Figure 1. Wire density map.
Drawn at 6 px/um. 11 x 11 tiles, from dark blue (low) to red (high), scaled to the fullest tile. Values are wire area over tile area, all layers added.
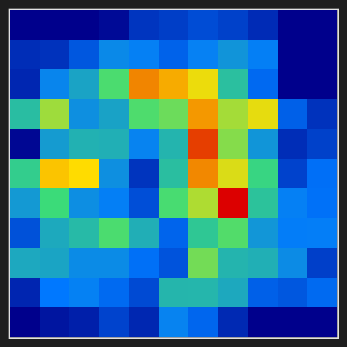
Figure 2. The metal 2 layer.
Drawn at 8 px/um. Cells faint in the background.
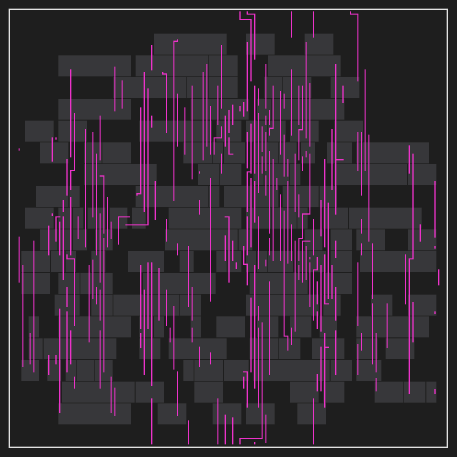
===== src/rtl/ft_marker_pkg.sv =====
// Shared FreezeTime marker definitions: ids, byte patterns and CR/LF trailer bytes,
// used by both the marker injector and the trigger decoder. FSM states depend on FT_MARKER_CRLF_EN.
package ft_marker_pkg;

  localparam int unsigned FT_MARKER_LEN = 4;
  localparam int unsigned FT_IDX_W      = $clog2(FT_MARKER_LEN);
  localparam int unsigned FT_BYTE_W     = 8;

  typedef enum logic [1:0] {
    MK_START = 2'd0,
    MK_END   = 2'd1,
    MK_PROC  = 2'd2
  } mk_id_e;

  // Element [0] is the first byte on the wire
  localparam logic [FT_MARKER_LEN-1:0][FT_BYTE_W-1:0] FT_START_BYTES = {8'h44, 8'h43, 8'h42, 8'h41};
  localparam logic [FT_MARKER_LEN-1:0][FT_BYTE_W-1:0] FT_END_BYTES   = {8'h48, 8'h47, 8'h46, 8'h45};
  localparam logic [FT_MARKER_LEN-1:0][FT_BYTE_W-1:0] FT_PROC_BYTES  = {8'h63, 8'h6F, 8'h72, 8'h70};

  localparam logic [FT_BYTE_W-1:0] FT_CR = 8'h0D;
  localparam logic [FT_BYTE_W-1:0] FT_LF = 8'h0A;

  typedef enum logic [1:0] {
    ST_IDLE  = 2'd0,
    ST_SEND  = 2'd1
`ifdef FT_MARKER_CRLF_EN
    ,ST_TRAIL = 2'd2
`endif
  } ft_state_e;

endpackage


===== src/rtl/ft_marker_rom.sv =====
// Combinational marker byte lookup (id, index) -> byte; shared with the trigger decoder.
module ft_marker_rom
  import ft_marker_pkg::*;
(
  input  mk_id_e                i_id,
  input  logic [FT_IDX_W-1:0]   i_idx,
  output logic [FT_BYTE_W-1:0]  o_byte
);

  always_comb begin
    o_byte = '0;
    case (i_id)
      MK_START: o_byte = FT_START_BYTES[i_idx];
      MK_END:   o_byte = FT_END_BYTES[i_idx];
      MK_PROC:  o_byte = FT_PROC_BYTES[i_idx];
      default:  o_byte = '0;
    endcase
  end

endmodule


===== src/rtl/ft_uart_marker_tx.sv =====
// Latches marker requests, arbitrates end > start > proc, and streams marker bytes into the
// UART TX FIFO under valid/ready. Define FT_MARKER_CRLF_EN to append CR LF after each marker.
module ft_uart_marker_tx
  import ft_marker_pkg::*;
(
  input  logic                 clock,
  input  logic                 reset,
  input  logic                 req_start,
  input  logic                 req_end,
  input  logic                 req_proc,
  output logic [FT_BYTE_W-1:0] tx_payload,
  output logic                 tx_valid,
  input  logic                 tx_ready,
  output logic                 busy,
  output logic [2:0]           pending,
  output logic [7:0]           drop_count
);

  ft_state_e             r_state, w_state_nxt;
  mk_id_e                r_id, w_id_nxt, w_win_id, w_rom_id;
  logic [FT_IDX_W-1:0]   r_idx, w_idx_nxt, w_rom_idx;
  logic [FT_BYTE_W-1:0]  r_payload, w_payload_nxt, w_rom_byte;
  logic                  r_valid, w_valid_nxt;
  logic                  r_busy, w_busy_nxt;
  logic [2:0]            r_pending, w_pending_nxt, w_req, w_clear, w_drop_vec;
  logic [7:0]            r_drop, w_drop_nxt;
  logic [1:0]            w_drop_inc;
  logic [8:0]            w_drop_sum;
  logic                  w_fire;

  assign w_req  = {req_proc, req_end, req_start};
  assign w_fire = r_valid & tx_ready;

  // Fixed priority: end > start > proc
  always_comb begin
    w_win_id = MK_PROC;
    if (r_pending[1])      w_win_id = MK_END;
    else if (r_pending[0]) w_win_id = MK_START;
  end

  // ROM is addressed with the byte that will be presented after this edge
  assign w_rom_id  = (r_state == ST_IDLE) ? w_win_id : r_id;
  assign w_rom_idx = (r_state == ST_IDLE) ? '0 : r_idx + FT_IDX_W'(1);

  ft_marker_rom u_rom (
    .i_id   (w_rom_id),
    .i_idx  (w_rom_idx),
    .o_byte (w_rom_byte)
  );

  always_comb begin
    w_state_nxt   = r_state;
    w_id_nxt      = r_id;
    w_idx_nxt     = r_idx;
    w_payload_nxt = r_payload;
    w_valid_nxt   = r_valid;
    w_busy_nxt    = r_busy;
    w_clear       = '0;
    case (r_state)
      ST_IDLE: begin
        if (|r_pending) begin
          w_state_nxt   = ST_SEND;
          w_id_nxt      = w_win_id;
          w_idx_nxt     = '0;
          w_payload_nxt = w_rom_byte;
          w_valid_nxt   = 1'b1;
          w_busy_nxt    = 1'b1;
          w_clear       = 3'b001 << w_win_id;
        end
      end
      ST_SEND: begin
        if (w_fire) begin
          if (r_idx == FT_IDX_W'(FT_MARKER_LEN - 1)) begin
`ifdef FT_MARKER_CRLF_EN
            w_state_nxt   = ST_TRAIL;
            w_idx_nxt     = '0;
            w_payload_nxt = FT_CR;
`else
            w_state_nxt   = ST_IDLE;
            w_payload_nxt = '0;
            w_valid_nxt   = 1'b0;
            w_busy_nxt    = 1'b0;
`endif
          end else begin
            w_idx_nxt     = w_rom_idx;
            w_payload_nxt = w_rom_byte;
          end
        end
      end
`ifdef FT_MARKER_CRLF_EN
      ST_TRAIL: begin
        if (w_fire) begin
          if (r_idx == '0) begin
            w_idx_nxt     = FT_IDX_W'(1);
            w_payload_nxt = FT_LF;
          end else begin
            w_state_nxt   = ST_IDLE;
            w_payload_nxt = '0;
            w_valid_nxt   = 1'b0;
            w_busy_nxt    = 1'b0;
          end
        end
      end
`endif
      default: w_state_nxt = ST_IDLE;
    endcase
  end

  // A request landing on the edge that loads the same marker re-arms it rather than coalescing
  always_comb begin
    w_pending_nxt = (r_pending & ~w_clear) | w_req;
    w_drop_vec    = w_req & r_pending & ~w_clear;
    w_drop_inc    = 2'(w_drop_vec[0]) + 2'(w_drop_vec[1]) + 2'(w_drop_vec[2]);
    w_drop_sum    = 9'(r_drop) + 9'(w_drop_inc);
    w_drop_nxt    = w_drop_sum[8] ? 8'hFF : w_drop_sum[7:0];
  end

  always_ff @(posedge clock or negedge reset) begin
    if (!reset) begin
      r_state   <= ST_IDLE;
      r_id      <= MK_START;
      r_idx     <= '0;
      r_payload <= '0;
      r_valid   <= 1'b0;
      r_busy    <= 1'b0;
      r_pending <= '0;
      r_drop    <= '0;
    end else begin
      r_state   <= w_state_nxt;
      r_id      <= w_id_nxt;
      r_idx     <= w_idx_nxt;
      r_payload <= w_payload_nxt;
      r_valid   <= w_valid_nxt;
      r_busy    <= w_busy_nxt;
      r_pending <= w_pending_nxt;
      r_drop    <= w_drop_nxt;
    end
  end

  assign tx_payload = r_payload;
  assign tx_valid   = r_valid;
  assign busy       = r_busy;
  assign pending    = r_pending;
  assign drop_count = r_drop;

endmodule


===== config.mk =====
export PLATFORM = sky130hd
export DESIGN_NAME = ft_uart_marker_tx
export DESIGN_NICKNAME = d
export VERILOG_FILES = /design/src/rtl/ft_marker_pkg.sv /design/src/rtl/ft_marker_rom.sv /design/src/rtl/ft_uart_marker_tx.sv
export SDC_FILE = /design/constraint.sdc
export NUM_CORES = 1
export LEC_CHECK = 0
export CORE_UTILIZATION = 44
export DETAILED_ROUTE_END_ITERATION = 12
export PLACE_DENSITY = 0.7
export SLEW_MARGIN = 20
export SYNTH_ARGS = -nofsm -noshare
export SYNTH_HDL_FRONTEND = slang
export SYNTH_SLANG_ARGS = --single-unit

===== constraint.sdc =====
create_clock -name clock -period 2.52 [get_ports clock]
set_clock_uncertainty 0.05 [all_clocks]
set_input_delay 0.378 -clock clock [delete_from_list [all_inputs] [get_ports clock]]
set_output_delay 0.378 -clock clock [all_outputs]
set_load 0.02 [all_outputs]

==> deck_impl_summary.md <==
Key Metrics from the Run

Place
  • I/O Buffers: 25
  • Detailed Place HPWL: 1837 um
  • Final RePlAce weighted congestion: 0.7895

Layout
  • Non-clk bufs: 36
  • Clk tree area frac: 0.01712
  • Flop share of the area: 0.3595
  • Post-Layout Cell Count: 177
  • NonClk Buf Share: 0.2070
  • Utilization of the core after routing: 0.6318
  • Inverters: 8
  • Layout area overhead: 32.20%
  • Seq_cells: 23
  • Clock buffer cells: 3
  • Largest register FFs: 8
  • Post-route cell area: 1608 sq um
  • Antenna fix cells: 0
  • Multi-input gate count: roughly 76
  • Logic area: 601.8 sq um
  • Biggest Area Class: multi-input combinational cells
  • Nets@finish: 159

Detailed routing
  • Met2 WL: 1244 um
  • DR top layer: met4
  • Metal3 WL: about 72 um
  • Routed len/inst: 13.99 um
  • Routed Antenna Nets: 0
  • Post-DR vias/cell: 5.424
  • DR DRC count: 0
  • Pre-antenna DRT Iters: 4

Run status
  • Status: complete, no violations

Die
  • FP Core Util: 0.4779
  • Core Box Area: 2545 sq um
  • Width of the die: 54.58 um
  • Number of I/O pins: 27
  • Die Y: 54.58 um

Min path
  • Worst hold path type: primary input to async pin

Final timing
  • Max Freq: 0.4116 GHz
  • Hold_ws: roughly 0.35 ns
  • Fin Setup TNS: 0 ns
  • Max Slew Vio Count: 0
  • Final Setup Violations: 0
  • Min cycle time layout: 2.429 ns
  • Final period utilization: 0.9640

Yosys
  • Area reported by Yosys stat: between 1000 and 1500 sq um
  • Count of different cell masters after synthesis: 42
  • Syn Nets: between 100 and 150
  • Sequential element share of the synthesized area: 0.4733
  • Ys cells: 112
  • Adder share: 0.06379
  • Yosys simple share: 0.1790
  • Mux area share: 0.03395
  • Syn. warnings: 0
  • XOR-XNOR Cells, Area Fraction: 0.01440
  • Area fraction in compound gates: 0.1759
  • Dominant flop cell: dfrtp_1
  • Main logic family: simple AND/OR/NAND/NOR gates

Global routing
  • Total track usage: 0.1968
  • Met1 Resource Use GR: 0.2548
  • First-pass GRT wire length: 4146 um
  • GRT met3 Usage: 0.02500
  • Most Crowded Layer GR: met2

Power
  • Combinational Power: between 0.001 and 0.0015 W
  • Seq pwr: 0.000708 W
  • Clock network fraction of total power: 0.084
  • Leading power group: combinational logic
  • Peak supply drop: 0.7191 mV
  • Lkg Pwr: 0.7063 nW
  • Clock Power: 0.000168 W
  • NetSw: a little over 0.0008 W
  • Sw Ratio: 0.4098

Worst setup path
  • Crit-path slowest cell: fa_1
  • CP top delay family: adder cells
  • CP cell instances: clkdlybuf4s50_1 -> nand3_2 -> fa_1 -> inv_2 -> ha_4 -> fa_2 -> buf_4 -> nand2_1 -> nand2_1 -> mux2_2
  • CP required: 2.68 ns
  • Kind of critical path: primary input to flip-flop
  • Top cell by count, worst path: nand2_1
  • CP arrival: ~2.6 ns
  • CP Buf/Inv Count: 3
  • Critical Path End: drop_count[7]
  • Setup crit start kind: primary input
  • Critical path launch point: req_start

Clock network
  • Number of buffers created by CTS: 3
  • CTS tree: done
  • Clk_lat worst skew: just over 0.3 ns
  • Sink Count: 23
  • Post_cts resized: 1
  • Setup Fix Bufs, Post-CTS: 1
  • Root buffer cell: clkbuf_4
  • Cts hold-fix bufs: 0
  • H-tree lvl count: 1

Run
  • Tool warnings: 27
Notes on Figure 1 above:
fullest tile	0.42
tiles over half the peak	18%
mean over tiles	0.13

Notes on Figure 2 above:
longest straight run	19.9 um
main direction	vertical
nets with wire on the layer	139
routing usage on met2: 0.3313
vias post-DR: 960
final wirelength: 2477 um

-- synth_stat cells, drive strengths merged, types with 4 or more instances --
cell	count	area [sq um]
dfrtp	23	575.6
inv	8	30.03
nand3	7	35.03
a21oi	5	28.78
buf	5	38.78
nand2	5	18.77
nand2b	5	31.28
a31oi	4	25.02
a32o	4	40.04
nor2	4	15.01
-- layout by cell type, fill, tap and decap left out, types with 4 or more instances in the layout --
master,count
clkdlybuf4s50_1,25
dfrtp_1,21
buf_4,11
inv_1,7
nand3_1,5
nand2_1,5
nand2b_1,5
a21oi_1,4
a31oi_1,4
nor2_1,4
a32o_1,4
Power figures rest on the tool's default switching activity, not on a simulated workload.
